**src/rtl/lfsr_arbiter.sv**
```systemverilog
// rtl/lfsr_arbiter.sv - round-robin arbiter sequencing an external LFSR generator; optional GEN timeout under LFSR_ARB_TIMEOUT_EN
module lfsr_arbiter #(
  parameter int NUM_REQ = 4,
  parameter int SEQ_W   = 288,
  parameter int TIMEOUT = 200
) (
  input  logic               clk,
  input  logic               reset,
  input  logic [NUM_REQ-1:0] req,
  input  logic [NUM_REQ-1:0] ack,
  input  logic               gen_done,
  input  logic [SEQ_W-1:0]   gen_sequence,
  output logic               gen_clear,
  output logic               gen_enable,
  output logic [NUM_REQ-1:0] grant,
  output logic               valid,
  output logic [SEQ_W-1:0]   seq_out,
  output logic               busy,
  output logic               error
);

  localparam int OW = $clog2(NUM_REQ);

  typedef enum logic [1:0] {
    S_IDLE    = 2'd0,
    S_CLEAR   = 2'd1,
    S_GEN     = 2'd2,
    S_DELIVER = 2'd3
  } state_t;

  state_t        state;
  logic [OW-1:0] last_owner;
  logic [OW-1:0] owner;
  logic [OW-1:0] pick;
  logic          dropped;
  logic          owner_req;
  logic          timeout_hit;

  assign owner_req = req[owner];

  // Pick the first requester after the previous owner, wrapping at NUM_REQ-1
  always_comb begin
    int   idx;
    logic hit;
    idx  = 0;
    hit  = 1'b0;
    pick = last_owner;
    for (int k = 1; k <= NUM_REQ; k++) begin
      idx = int'(last_owner) + k;
      if (idx >= NUM_REQ) idx = idx - NUM_REQ;
      if (!hit && req[idx[OW-1:0]]) begin
        hit  = 1'b1;
        pick = idx[OW-1:0];
      end
    end
  end

  // Transaction FSM: arbitrate, restart the generator, run it, hand the sequence over
  always_ff @(posedge clk or posedge reset) begin
    if (reset) begin
      state      <= S_IDLE;
      last_owner <= OW'(NUM_REQ - 1);
      owner      <= '0;
      dropped    <= 1'b0;
      grant      <= '0;
      valid      <= 1'b0;
      gen_clear  <= 1'b0;
      gen_enable <= 1'b0;
      busy       <= 1'b0;
      seq_out    <= '0;
    end else begin
      gen_clear <= 1'b0;
      case (state)
        S_IDLE: begin
          if (|req) begin
            owner     <= pick;
            grant     <= NUM_REQ'(1) << pick;
            gen_clear <= 1'b1;
            busy      <= 1'b1;
            dropped   <= 1'b0;
            state     <= S_CLEAR;
          end
        end
        S_CLEAR: begin
          // a done flag left over from the previous run is not looked at here
          gen_enable <= 1'b1;
          if (!owner_req) dropped <= 1'b1;
          state <= S_GEN;
        end
        S_GEN: begin
          if (!owner_req) dropped <= 1'b1;
          if (gen_done) begin
            gen_enable <= 1'b0;
            if (dropped || !owner_req) begin
              // requester walked away: let the run finish, then throw the result away
              grant      <= '0;
              busy       <= 1'b0;
              last_owner <= owner;
              state      <= S_IDLE;
            end else begin
              seq_out <= gen_sequence;
              valid   <= 1'b1;
              state   <= S_DELIVER;
            end
          end else if (timeout_hit) begin
            gen_enable <= 1'b0;
            grant      <= '0;
            busy       <= 1'b0;
            last_owner <= owner;
            state      <= S_IDLE;
          end
        end
        S_DELIVER: begin
          if (ack[owner]) begin
            valid      <= 1'b0;
            grant      <= '0;
            busy       <= 1'b0;
            last_owner <= owner;
            state      <= S_IDLE;
          end
        end
        default: state <= S_IDLE;
      endcase
    end
  end

`ifdef LFSR_ARB_TIMEOUT_EN
  localparam int TW = $clog2(TIMEOUT + 1);

  logic [TW-1:0] tmo_cnt;

  assign timeout_hit = (tmo_cnt == TW'(TIMEOUT - 1));

  // Count cycles spent in GEN and flag the cycle the abort happens
  always_ff @(posedge clk or posedge reset) begin
    if (reset) begin
      tmo_cnt <= '0;
      error   <= 1'b0;
    end else begin
      error <= (state == S_GEN) && !gen_done && timeout_hit;
      if (state == S_GEN) tmo_cnt <= tmo_cnt + 1'b1;
      else                tmo_cnt <= '0;
    end
  end
`else
  logic unused_timeout;

  assign unused_timeout = ^TIMEOUT;
  assign timeout_hit    = 1'b0;
  assign error          = 1'b0;
`endif

endmodule

```
**config.mk**
```make
export PLATFORM = sky130hd
export DESIGN_NAME = lfsr_arbiter
export DESIGN_NICKNAME = d
export VERILOG_FILES = /design/src/rtl/lfsr_arbiter.sv
export SDC_FILE = /design/constraint.sdc
export NUM_CORES = 1
export LEC_CHECK = 0
export ABC_AREA = 1
export CORE_AREA = 2 2 233 235
export CTS_BUF_LIST = sky130_fd_sc_hd__clkbuf_16
export DETAILED_ROUTE_END_ITERATION = 12
export DIE_AREA = 0 0 235 237
export GPL_TIMING_DRIVEN = 0
export PLACE_DENSITY = 0.55
export SLEW_MARGIN = 5
export SYNTH_ARGS = -nofsm -noshare
export SYNTH_HDL_FRONTEND = slang
export SYNTH_SLANG_ARGS = --single-unit
```
**constraint.sdc**
```tcl
create_clock -name clk -period 12.7 [get_ports clk]
set_input_delay 2.54 -clock clk [delete_from_list [all_inputs] [get_ports clk]]
set_output_delay 2.54 -clock clk [all_outputs]
set_load 0.03 [all_outputs]
```
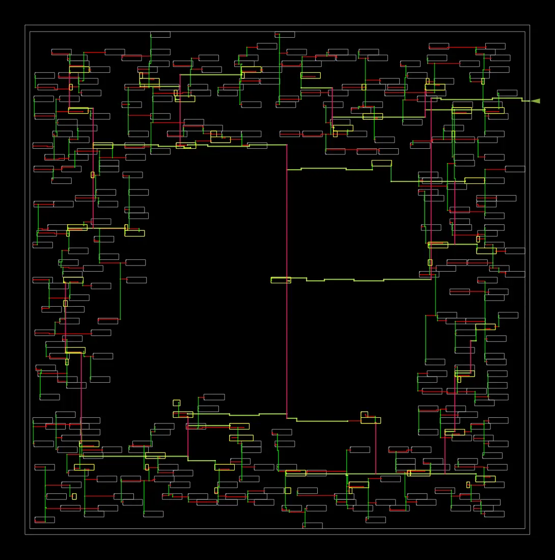
clocks.png
Flops: 303
clock buffer count from CTS: 37
Clock Latency Late Sink: 0.54 ns
clk_skew: 0.0185 ns

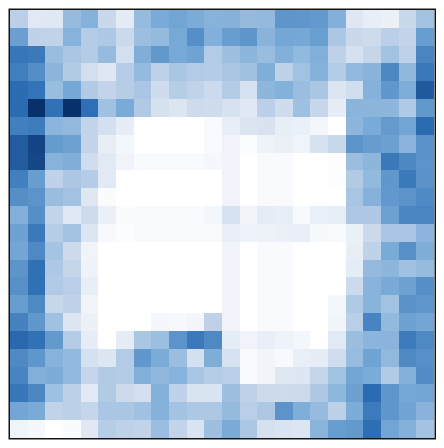
metal_density.png
24 x 24 tiles, from white (low) to dark blue (high), scaled to the fullest tile. Values are wire area over tile area, all layers added.
21% of the tiles are over half the peak. 15% of the tiles are nearly empty. The emptiest ninth of the die: middle. The fullest tile reaches 0.46. The mean over all tiles is 0.14.
routed len/inst: 16.7 um
gr usage total: 0.161
Vias: 11088
routed wire length: 45600 um

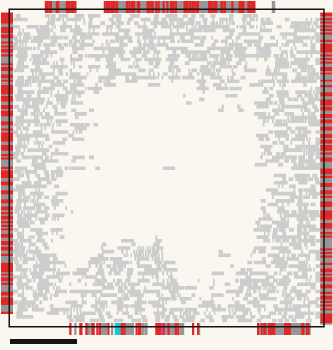
io_placement.png
Scale bar: 50 um. Pins as bars across the die edge, other pins in gray.
Magenta shows gen_clear, pins 1, direction output, edge bottom. Cyan shows ack, pins 4, direction input, edge bottom. Red shows gen_sequence, pins 288, direction input, edge 90 left, 88 right, 68 top, 42 bottom.
All pins by edge: 172 right, 166 left, 150 top, 108 bottom.
Die Wd: 235 um
die height: 237 um

[sequential cells by signal (all words and copies together), names as in the netlist]
register	cells
state	2
grant	4
last_owner	2
seq_out	288
dropped	1
gen_clear	1
gen_enable	1
owner	2
valid	1
busy	1
[metrics by stage]
stage,cell area [um2],hold slack [ns],util
6_report,19900,0.466,0.374
5_1_grt,19900,0.481,0.374
4_1_cts,19900,0.471,0.374
3_5_place_dp,18800,0.457,0.353
3_3_place_gp,18800,0.452,0.352
2_1_floorplan,12000,0.472,-
[power groups by stage]
stage	clock, W	sequential, W	combinational, W
2_1_floorplan	0	0.00227	0.000474
4_1_cts	0.000998	0.00156	0.00227
6_report	0.000959	0.00156	0.00224
3_5_place_dp	0	0.00157	0.00227
3_3_place_gp	0	0.00156	0.00225
5_1_grt	0.00104	0.00161	0.00240
[cell families (layout without fill, tap and decap cells)]
logic type,count (synthesis),after routing,share of synthesized area
buffers and inverters,81,742,0.0457
AND-OR/OR-AND,13,13,0.00576
adder cells (fa/ha/maj),4,4,0.00419
flip-flops,303,303,0.634
other,1,1,0.000314
AND/OR/NAND/NOR,974,974,0.310
[cells in the final DEF (no fill, tap or decap), types with 2 or more instances in the layout]
cell type | synthesis | routed
nand2_1 | 944 | 944
clkdlybuf4s50_1 | 0 | 594
dfrtp_1 | 301 | 301
clkbuf_16 | 0 | 37
buf_2 | 23 | 23
buf_6 | 22 | 22
inv_1 | 13 | 21
nand3_1 | 15 | 15
buf_4 | 13 | 13
o21ai_0 | 10 | 10
nor2_1 | 9 | 9
clkinv_1 | 0 | 9
clkbuf_1 | 7 | 7
clkinv_2 | 0 | 5
ha_1 | 4 | 4
inv_2 | 3 | 3
a21oi_1 | 2 | 2
inv_6 | 0 | 2
clkinvlp_4 | 0 | 2
dfstp_2 | 2 | 2
buf_16 | 0 | 2
==> deck_impl_summary.md <==
Synthesis and Place & Route Summary

Critical path
  • Critical path depth: 1
  • Crit path DRT: 10.16 ns
  • Worst path buffer plus inverter count: 1
  • Crit path from: seq_out[91]
  • CP delay by family, top: buffers and inverters
  • Worst R2R Start: state[0]
  • Startpoint Class: flip-flop
  • Critical path's slowest cell: clkdlybuf4s50_1
  • Critical path endpoint: seq_out[91]
  • R2R Path End: seq_out[169]
  • CP Class: reg2out
  • R2R Setup Slk: 10.55 ns
  • Cells on worst reg2reg path: 9
  • Worst Setup End Kind: output pin

Layout
  • Reg area: 0.00758 mm2
  • Diodes inserted: 0
  • Comb_multi_in: 992
  • Fraction of layout cells with a size suffix above 1: 0.0574
  • Number of ordinary inverters in the final layout: 16
  • Leading cell kind: sequential cells
  • # fillers: 5393
  • Clock buf count: 37
  • Logic area: 0.00382 mm2
  • Comb/total area: 0.192
  • Clock network share of area: 0.0543
  • Fin cells: 2733

Placed design
  • GP Congestion: 0.854
  • Dpl ws: 7.99 ns
  • DP Wirelength: 35500 um
  • PortBufs: 594
  • Placed insts: 2668

Pwr
  • Sw Ratio: 0.416
  • Pwr per Cell Area: 239 mW/mm2
  • Clk pwr share: 0.201
  • Comb power frac: 0.471
  • P_leak: 9.84 nW

Timing
  • Slew margin rel.: 0.531
  • Cycle use final: 0.339
  • Slew @ Worst Pin: 0.704 ns
  • PnR worst setup slack: 8.40 ns
  • Fmax: 0.233 GHz
  • Max Slew Vio Count: 0
  • Unrepaired setup endpoints after global routing: no
  • Final-report setup violation count: 0
  • Crit path time final: 4.30 ns

Floorplanning
  • IO Pins: 596
  • Die area: 0.0557 mm2
  • Well Taps: 696
  • Core Area: 0.0533 mm2

Synth
  • Commonest cells in the synthesized netlist: 944 x nand2_1, 301 x dfrtp_1, 23 x buf_2, 22 x buf_6, 15 x nand3_1
  • Synth cell types: 22
  • Yosys stat area: 0.0120 mm2
  • Area leader, netlist: dfrtp_1
  • # Cells Yosys: 1376
  • Synthesized area: 0.0120 mm2
  • Mapped Nets: 1679
  • Number of enable flip-flop cells: 0
  • Flops after synth: 303

Min path
  • Hold depth: 2
  • Hold worst-path end: seq_out[235]
  • Worst min path class: reg2reg

Drt
  • Met3 routed wirelength: 4320 um
  • Number of routed nets with antenna violations: 0
  • Met2 WL: 22400 um
  • Router iterations before antenna repair: 4
  • Uppermost layer routed: met5

GRT
  • Met2 Resource Use GR: 0.279
  • Overflow after GRT: 0
  • Global-route wire length before repair: 69400 um

Clock network
  • Hold Buf Count CTS: 0
  • Root Buffer Master: clkbuf_16
  • Clock-pin transition on the worst setup and hold timing paths: 0.05 ns
  • H-tree lvl count: 2
  • CTS tree: built
  • Post_cts resized: 0
  • Max Root-Sink Buffers: 3

Outcome
  • Status: finished clean
Power figures rest on the tool's default switching activity, not on a simulated workload.
